## src/rtl/traffic_pkg.sv

```systemverilog
// traffic_pkg: shared types and constants for the traffic lamp monitor.
//   - phase_e      : decoded intersection phase P1..P4 (0..3)
//   - mon_state_e  : monitor FSM state
//   - lamp bit indices, single-lamp vectors, 12-bit phase patterns {T1,T2,S1,S2}
//   - fault codes and default dwell times
package traffic_pkg;

  typedef enum logic [1:0] {P1 = 2'd0, P2 = 2'd1, P3 = 2'd2, P4 = 2'd3} phase_e;

  typedef enum logic [1:0] {ST_SYNC = 2'd0, ST_TRACK = 2'd1, ST_FAULT = 2'd2} mon_state_e;

  // Bit positions inside one 3-bit lamp vector
  localparam int RED    = 2;
  localparam int YELLOW = 1;
  localparam int GREEN  = 0;

  localparam logic [2:0] L_RED = 3'(1 << RED);
  localparam logic [2:0] L_YEL = 3'(1 << YELLOW);
  localparam logic [2:0] L_GRN = 3'(1 << GREEN);

  // Lamp bus layout is {T1, T2, S1, S2}, T1 in the top three bits
  localparam logic [11:0] PAT_P1 = {L_GRN, L_GRN, L_RED, L_YEL};
  localparam logic [11:0] PAT_P2 = {L_GRN, L_RED, L_YEL, L_GRN};
  localparam logic [11:0] PAT_P3 = {L_RED, L_GRN, L_GRN, L_YEL};
  localparam logic [11:0] PAT_P4 = {L_YEL, L_RED, L_GRN, L_GRN};
  localparam logic [11:0] DARK   = 12'h000;

  localparam logic [2:0] FC_NONE    = 3'd0;
  localparam logic [2:0] FC_ILLEGAL = 3'd1;
  localparam logic [2:0] FC_SEQ     = 3'd2;
  localparam logic [2:0] FC_SHORT   = 3'd3;
  localparam logic [2:0] FC_LONG    = 3'd4;

  localparam int DEF_DWELL_P1  = 8;
  localparam int DEF_DWELL_P2  = 6;
  localparam int DEF_DWELL_P3  = 3;
  localparam int DEF_DWELL_P4  = 4;
  localparam int DEF_DWELL_TOL = 0;

  // Legal successor in the ring P1->P2->P3->P4->P1 (2-bit wrap does P4->P1)
  function automatic phase_e next_phase(phase_e p);
    return phase_e'(2'(p) + 2'd1);
  endfunction

endpackage

```

## src/rtl/traffic_lamp_decoder.sv

```systemverilog
// traffic_lamp_decoder: combinational decode of the 12-bit lamp bus.
// Ports:
//   lamps   in  12  {T1,T2,S1,S2}, each bit2=red bit1=yellow bit0=green
//   phase   out  2  matched phase (P1 when nothing matches)
//   legal   out  1  bus equals one of the four phase patterns
//   dark    out  1  all lamps off
//   illegal out  1  neither legal nor dark
import traffic_pkg::*;

module traffic_lamp_decoder (
  input  logic [11:0] lamps,
  output phase_e      phase,
  output logic        legal,
  output logic        dark,
  output logic        illegal
);

  // Exact pattern match; every phase pattern is one-hot per lamp vector, so
  // any non-one-hot vector falls through to the default and is illegal.
  always_comb begin
    phase = P1;
    legal = 1'b1;
    case (lamps)
      PAT_P1:  phase = P1;
      PAT_P2:  phase = P2;
      PAT_P3:  phase = P3;
      PAT_P4:  phase = P4;
      default: legal = 1'b0;
    endcase
  end

  assign dark    = (lamps == DARK);
  assign illegal = !legal && !dark;

endmodule

```

## src/rtl/traffic_lamp_monitor.sv

```systemverilog
// traffic_lamp_monitor: receive-side safety checker for the intersection
// controller. Registers the four lamp vectors, decodes them into phases and
// checks pattern legality, phase order and dwell time; the first violation
// latches a sticky fault and code until fault_clr or rst.
// Ports:
//   clk, rst (sync, active high)
//   T1, T2, S1, S2  in   3  lamp vectors (bit2 red, bit1 yellow, bit0 green)
//   fault_clr       in   1  clears FAULT, returns to SYNC
//   phase           out  2  last decoded legal phase
//   phase_valid     out  1  registered lamps decode to a legal phase
//   in_sync         out  1  monitor is in TRACK
//   fault           out  1  sticky fault
//   fault_code      out  3  1 illegal, 2 sequence, 3 dwell short, 4 dwell long
//   cycle_cnt       out 16  completed P4->P1 cycles (wrapping)
// Build option: define TRAFFIC_LAMP_MON_CYCLE_CNT_EN to build the cycle
// counter; otherwise cycle_cnt is tied to zero.
module traffic_lamp_monitor
  import traffic_pkg::*;
#(
  parameter int DWELL_P1  = DEF_DWELL_P1,
  parameter int DWELL_P2  = DEF_DWELL_P2,
  parameter int DWELL_P3  = DEF_DWELL_P3,
  parameter int DWELL_P4  = DEF_DWELL_P4,
  parameter int DWELL_TOL = DEF_DWELL_TOL
) (
  input  logic        clk,
  input  logic        rst,
  input  logic [2:0]  T1,
  input  logic [2:0]  T2,
  input  logic [2:0]  S1,
  input  logic [2:0]  S2,
  input  logic        fault_clr,
  output logic [1:0]  phase,
  output logic        phase_valid,
  output logic        in_sync,
  output logic        fault,
  output logic [2:0]  fault_code,
  output logic [15:0] cycle_cnt
);

  // The dwell counter is 5 bits and must be able to reach DWELL_x+TOL+1.
  if (DWELL_P1 + DWELL_TOL > 30 || DWELL_P2 + DWELL_TOL > 30 ||
      DWELL_P3 + DWELL_TOL > 30 || DWELL_P4 + DWELL_TOL > 30 ||
      DWELL_TOL >= DWELL_P1 || DWELL_TOL >= DWELL_P2 ||
      DWELL_TOL >= DWELL_P3 || DWELL_TOL >= DWELL_P4) begin : g_param_err
    $error("traffic_lamp_monitor: dwell parameters out of range");
  end

  logic [11:0] lamp_q;
  phase_e      cur_ph;
  logic        cur_legal, cur_dark, cur_illegal;
  mon_state_e  state;
  phase_e      phase_q;     // last legal phase seen, also the tracked phase
  logic        have_ph;     // phase_q holds a real observation
  logic [4:0]  dwell_cnt, dwell_inc, dwell_lo, dwell_hi;
  phase_e      succ;
  logic [2:0]  trk_code;

  traffic_lamp_decoder u_dec (
    .lamps   (lamp_q),
    .phase   (cur_ph),
    .legal   (cur_legal),
    .dark    (cur_dark),
    .illegal (cur_illegal)
  );

  function automatic int dwell_of(phase_e p);
    case (p)
      P1:      return DWELL_P1;
      P2:      return DWELL_P2;
      P3:      return DWELL_P3;
      default: return DWELL_P4;
    endcase
  endfunction

  // TRACK checks, written in code-priority order 1 > 2 > 3 > 4
  always_comb begin
    succ      = next_phase(phase_q);
    dwell_inc = (dwell_cnt == 5'd31) ? dwell_cnt : dwell_cnt + 5'd1;
    dwell_lo  = 5'(dwell_of(phase_q) - DWELL_TOL);
    dwell_hi  = 5'(dwell_of(phase_q) + DWELL_TOL + 1);
    trk_code  = FC_NONE;
    if (cur_dark || cur_illegal)
      trk_code = FC_ILLEGAL;
    else if (cur_ph != phase_q) begin
      if (cur_ph != succ)
        trk_code = FC_SEQ;
      else if (dwell_cnt < dwell_lo)
        trk_code = FC_SHORT;
    end else if (dwell_inc == dwell_hi)
      trk_code = FC_LONG;
  end

  always_ff @(posedge clk) begin
    if (rst) begin
      lamp_q      <= DARK;
      state       <= ST_SYNC;
      phase_q     <= P1;
      have_ph     <= 1'b0;
      phase_valid <= 1'b0;
      in_sync     <= 1'b0;
      fault       <= 1'b0;
      fault_code  <= FC_NONE;
      dwell_cnt   <= '0;
    end else begin
      lamp_q      <= {T1, T2, S1, S2};
      phase_valid <= cur_legal;
      // phase output follows every legal decode, independent of FSM state
      if (cur_legal) begin
        phase_q <= cur_ph;
        have_ph <= 1'b1;
      end
      case (state)
        ST_SYNC: begin
          // fault_clr arriving with a new fault cancels it
          if (cur_illegal && !fault_clr) begin
            state      <= ST_FAULT;
            fault      <= 1'b1;
            fault_code <= FC_ILLEGAL;
          end else if (cur_legal && have_ph && cur_ph == succ) begin
            state     <= ST_TRACK;
            in_sync   <= 1'b1;
            dwell_cnt <= 5'd1;
          end
        end
        ST_TRACK: begin
          if (trk_code != FC_NONE) begin
            in_sync <= 1'b0;
            if (fault_clr)
              state <= ST_SYNC;
            else begin
              state      <= ST_FAULT;
              fault      <= 1'b1;
              fault_code <= trk_code;
            end
          end else if (cur_ph != phase_q)
            dwell_cnt <= 5'd1;
          else
            dwell_cnt <= dwell_inc;
        end
        default: begin
          if (fault_clr) begin
            state      <= ST_SYNC;
            fault      <= 1'b0;
            fault_code <= FC_NONE;
          end
        end
      endcase
    end
  end

`ifdef TRAFFIC_LAMP_MON_CYCLE_CNT_EN
  logic        cnt_inc;
  logic [15:0] cnt_q;

  // Accepted P4->P1 change while tracking; SYNC acquisition does not count
  assign cnt_inc = (state == ST_TRACK) && (trk_code == FC_NONE) &&
                   (cur_ph != phase_q) && (phase_q == P4);

  always_ff @(posedge clk) begin
    if (rst)
      cnt_q <= '0;
    else if (cnt_inc)
      cnt_q <= cnt_q + 16'd1;
  end

  assign cycle_cnt = cnt_q;
`else
  assign cycle_cnt = '0;
`endif

  assign phase = phase_q;

endmodule
```

## config.mk

```make
export PLATFORM = sky130hd
export DESIGN_NAME = traffic_lamp_monitor
export DESIGN_NICKNAME = d
export VERILOG_FILES = /design/src/rtl/traffic_pkg.sv /design/src/rtl/traffic_lamp_decoder.sv /design/src/rtl/traffic_lamp_monitor.sv
export SDC_FILE = /design/constraint.sdc
export NUM_CORES = 1
export LEC_CHECK = 0
export CAP_MARGIN = 20
export CORE_MARGIN = 3
export CORE_UTILIZATION = 43
export DETAILED_ROUTE_END_ITERATION = 8
export PLACE_DENSITY = 0.67
export SYNTH_ARGS = -nofsm -noshare
export SYNTH_HDL_FRONTEND = slang
export SYNTH_SLANG_ARGS = --single-unit
```

## constraint.sdc

```tcl
create_clock -name clk -period 3.1 [get_ports clk]
set_clock_uncertainty 0.2 [all_clocks]
set_input_delay 0.62 -clock clk [delete_from_list [all_inputs] [get_ports clk]]
set_output_delay 0.62 -clock clk [all_outputs]
set_load 0.03 [all_outputs]
```

==> changes_impl.md <==
## Flow update

- R2r setup slk: 180 ps
- Static Leak: 0.852 nW
- Buffer share of cell area: 11.9%
- MUX share of area: 4.36%
- CP max stage delay: 450 ps
- Drc violations: 0
- WHS Path Cells: 2
- IO Port Bufs: 22
- Routed vias: 1,503
- WP buf/inv: 2
- Final Hold Viols: 0
- DRT iter0 DRCs: 68
- Yosys warning tally: 0
- Status: complete, no violations
- Clkbuf count: 3
- XOR/XNOR Area Share: 4.03%
- Routability cong.: 0.883
- Hold Path Origin: have_ph$_SDFFE_PP0P_
- Sink Count: 28
- Top logic cells by instance count in the layout: dfxtp_1 (27), clkdlybuf4s50_1 (22), nor2b_1 (16), conb_1 (16)
- Worst reg2reg startpoint: phase[0]$_SDFFE_PP0P_
- Final Setup Violations: 0
- CTS tree: built
- DP HPWL: 3.03 mm
- Worst Hold End: have_ph$_SDFFE_PP0P_
- Yosys cell types: 65
- Tool warning count: 30
- Top area contributor share: 29.1%
- Met2 Wirelength: 1.85 mm
- Initial antenna violation count: 0
- Cell taking the most area after synthesis: dfxtp_1
- Syn Area/Cell: 9.30 um2
- Total CTS buffers: 3
- Fin crit period: 2920 ps
- Met1 Track Usage GR: 20.2%
- Setup crit start: phase[0]$_SDFFE_PP0P_
- Comb gates: 162
- Final wirelength: 3.80 mm
- Top logic family: simple AND/OR/NAND/NOR gates
- DRT met1 WL: 1.73 mm
- Post-synth seq share: 29.1%
- Top Ports: 39
- Flops after synth: 28
- Crit path to: fault$_SDFFE_PP0P_
- Power per standard cell area: 346 nW/um2
- # Taps: 50
- Overall Global Routing Usage: 15.3%
- Worst slew pin tran: 683 ps
- Worst Path Required: 3080 ps
- Vias in the first global route: 1,403
- Vias per cell: 5.37
- Grt total ovfl: 0
- Commonest Layout Cell: dfxtp_1
- CTS Root Cell: clkbuf_8
- Clock-cell share of area: 3.20%
- H-Tree Depth: 1
- Most frequent CP cell: ha_1
- Inverters excl. clock: 8
- Largest regs: lamp_q: 12 flops, dwell_cnt: 5 flops, fault_code: 3 flops
- Biggest Area Class: logic gates
- FF+latch count: 28
- First-pass GRT wire length: 6.49 mm
- R2R depth: 10
- Ao+oa area frac: 19.5%
- Largest net degree at the start of global routing: 18
- Comb area share: 55.6%
- WL/cell: 13.6 um
- MI comb area: 1240 um2
- RSZ-0062 raised after global routing: false
- Largest delay share family, worst path: AND-OR/OR-AND gates
- Max clock buf depth: 2
- 1st-pass router iterations: 4
- Non-clock buffer count in the final layout: 28
- Setup_tns: 0 ps
- Final Cycle Share: 94.0%
- Max layer used: met4
- Startpoint class of the critical path: flop
- Crit-path cells: inv_2, ha_1, inv_1, ha_1, a21oi_1, o21ai_0, o211ai_1, a311o_1, a21oi_4, mux2_4
- Top cells by area: dfxtp_1 (29%), buf_4 (6.2%), ha_1 (5.9%), nor2b_1 (5.2%), nand2_1 (2.3%)
- CP Max Fanout: 6
- Cell Area, Synth: 1920 um2
- Hold crit path type: reg2reg
- Worst reg2reg path endpoint: fault$_SDFFE_PP0P_
- Gr busiest metal: met2
- Routed Antenna Nets: 0
- Layout cells sized above 1: 18.3%
- Final net count: 255
- Antenna diodes: 0
- M3 GR Usage: 2.48%
- Async SR Flop Fraction: 0%
- Reg area: 562 um2
- Met3 routed wirelength: 164 um
- Biggest register: lamp_q
- CTS clk-pin slew, worst paths: 100 ps
- Postcts setup bufs: 0
- Most frequent cell after synthesis: dfxtp_1
- Ys cells: 207
- Critical setup path kind: reg2reg
- Post-Synthesis Cells: 207
- Slew margin rel.: 54.3%
- Main flop type: dfxtp_1
- CP Depth: 10
- Yosys Chip Area: 1920 um2
- Total die area: 5310 um2
- Fill cell instance count of the final layout: 392
- WP data arrival: 2900 ps
- Yosys adder share: 5.85%
- Max FFs per register: 12
- Count of library flops with an enable pin: 0
- Fin. max-slew vios: 0
- Top post-synthesis cells by count: dfxtp_1 (28), buf_4 (16), nor2b_1 (16)
- Syn-to-layout area delta: 16.0%
- Max-cap violations: 0
- Fp util: 46.4%
- GRT met2 Usage: 25.9%
- CP max stage cell: dfxtp_1
- Worst setup EP type: flop
- Fmax: 0.343 GHz
- Simple share: 27.4%
-- power breakdown --
group / internal [mW] / switching (mW) / total (mW)
combinational: 0.0422 / 0.0560 / 0.0982
sequential: 0.372 / 0.0110 / 0.383
clock: 0.173 / 0.119 / 0.291
-- stage by stage --
step / instance area (um2) / cells / hold WS, ps / power (mW) / setup slack [ps]
final: 2230 / 280 / 268 / 0.772 / 185
after global routing: 2230 / 280 / 304 / 0.808 / 60.5
after CTS: 2230 / 280 / 274 / 0.783 / 66.1
after detailed placement: 2150 / 276 / 249 / 0.490 / 93.6
after global placement: 2150 / 276 / 243 / 0.489 / 128
after floorplan: 1980 / 222 / 232 / 0.474 / 23.5
-- repair_timing --
| item | CTS | global route |
|---|---|---|
| hold buffers | 0 | 0 |
| gates resized | 0 | 3 |
| endpoints found under the setup margin | 0 | 5 |
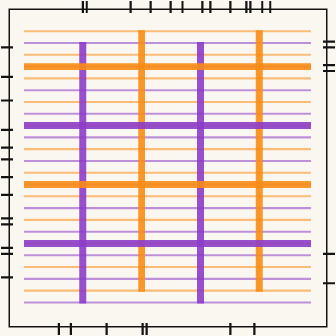
pdn.png
Pins as bars on the die edge.
[purple] VSS
[orange] VDD
met4 straps: 4
rows: 23
met1 rails: 24
Die Wd: 72.9 um
die span in y: 72.9 um
Max rail drop VDD: 0.205 mV
CORE AREA: 4140 um2

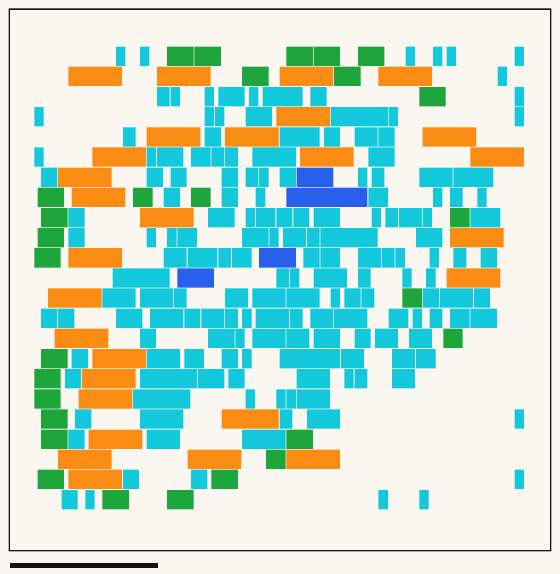
cell_classes.png
The bar under the picture is 20 um long.
[cyan] all other logic | cells: 170 | share of their area: 59%
[green] other buffers and delay cells | cells: 28 | share of their area: 12%
[orange] flip-flops | cells: 28 | share of their area: 26%
[blue] clock drivers and dummy loads | cells: 4 | share of their area: 3.3%
# rows: 23
sequential cell area share: 25.2%
Final Util: 53.9%

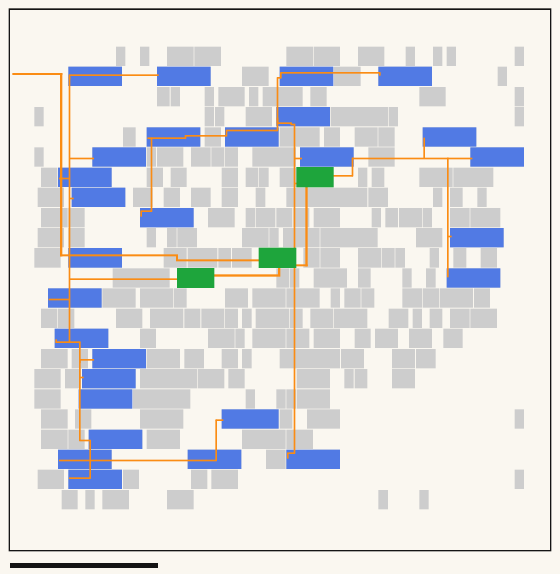
clock_map.png
The bar under the picture is 20 um long.
[orange] clock wires | length: 371 um
[green] cells driving clock nets | count: 3
[blue] flip-flops | count: 28
flops lie: all over the die
routed clock nets: 4
Insertion Delay late pin: 280 ps
clock power share: 37.7%

Power and IR drop assume default switching activity.
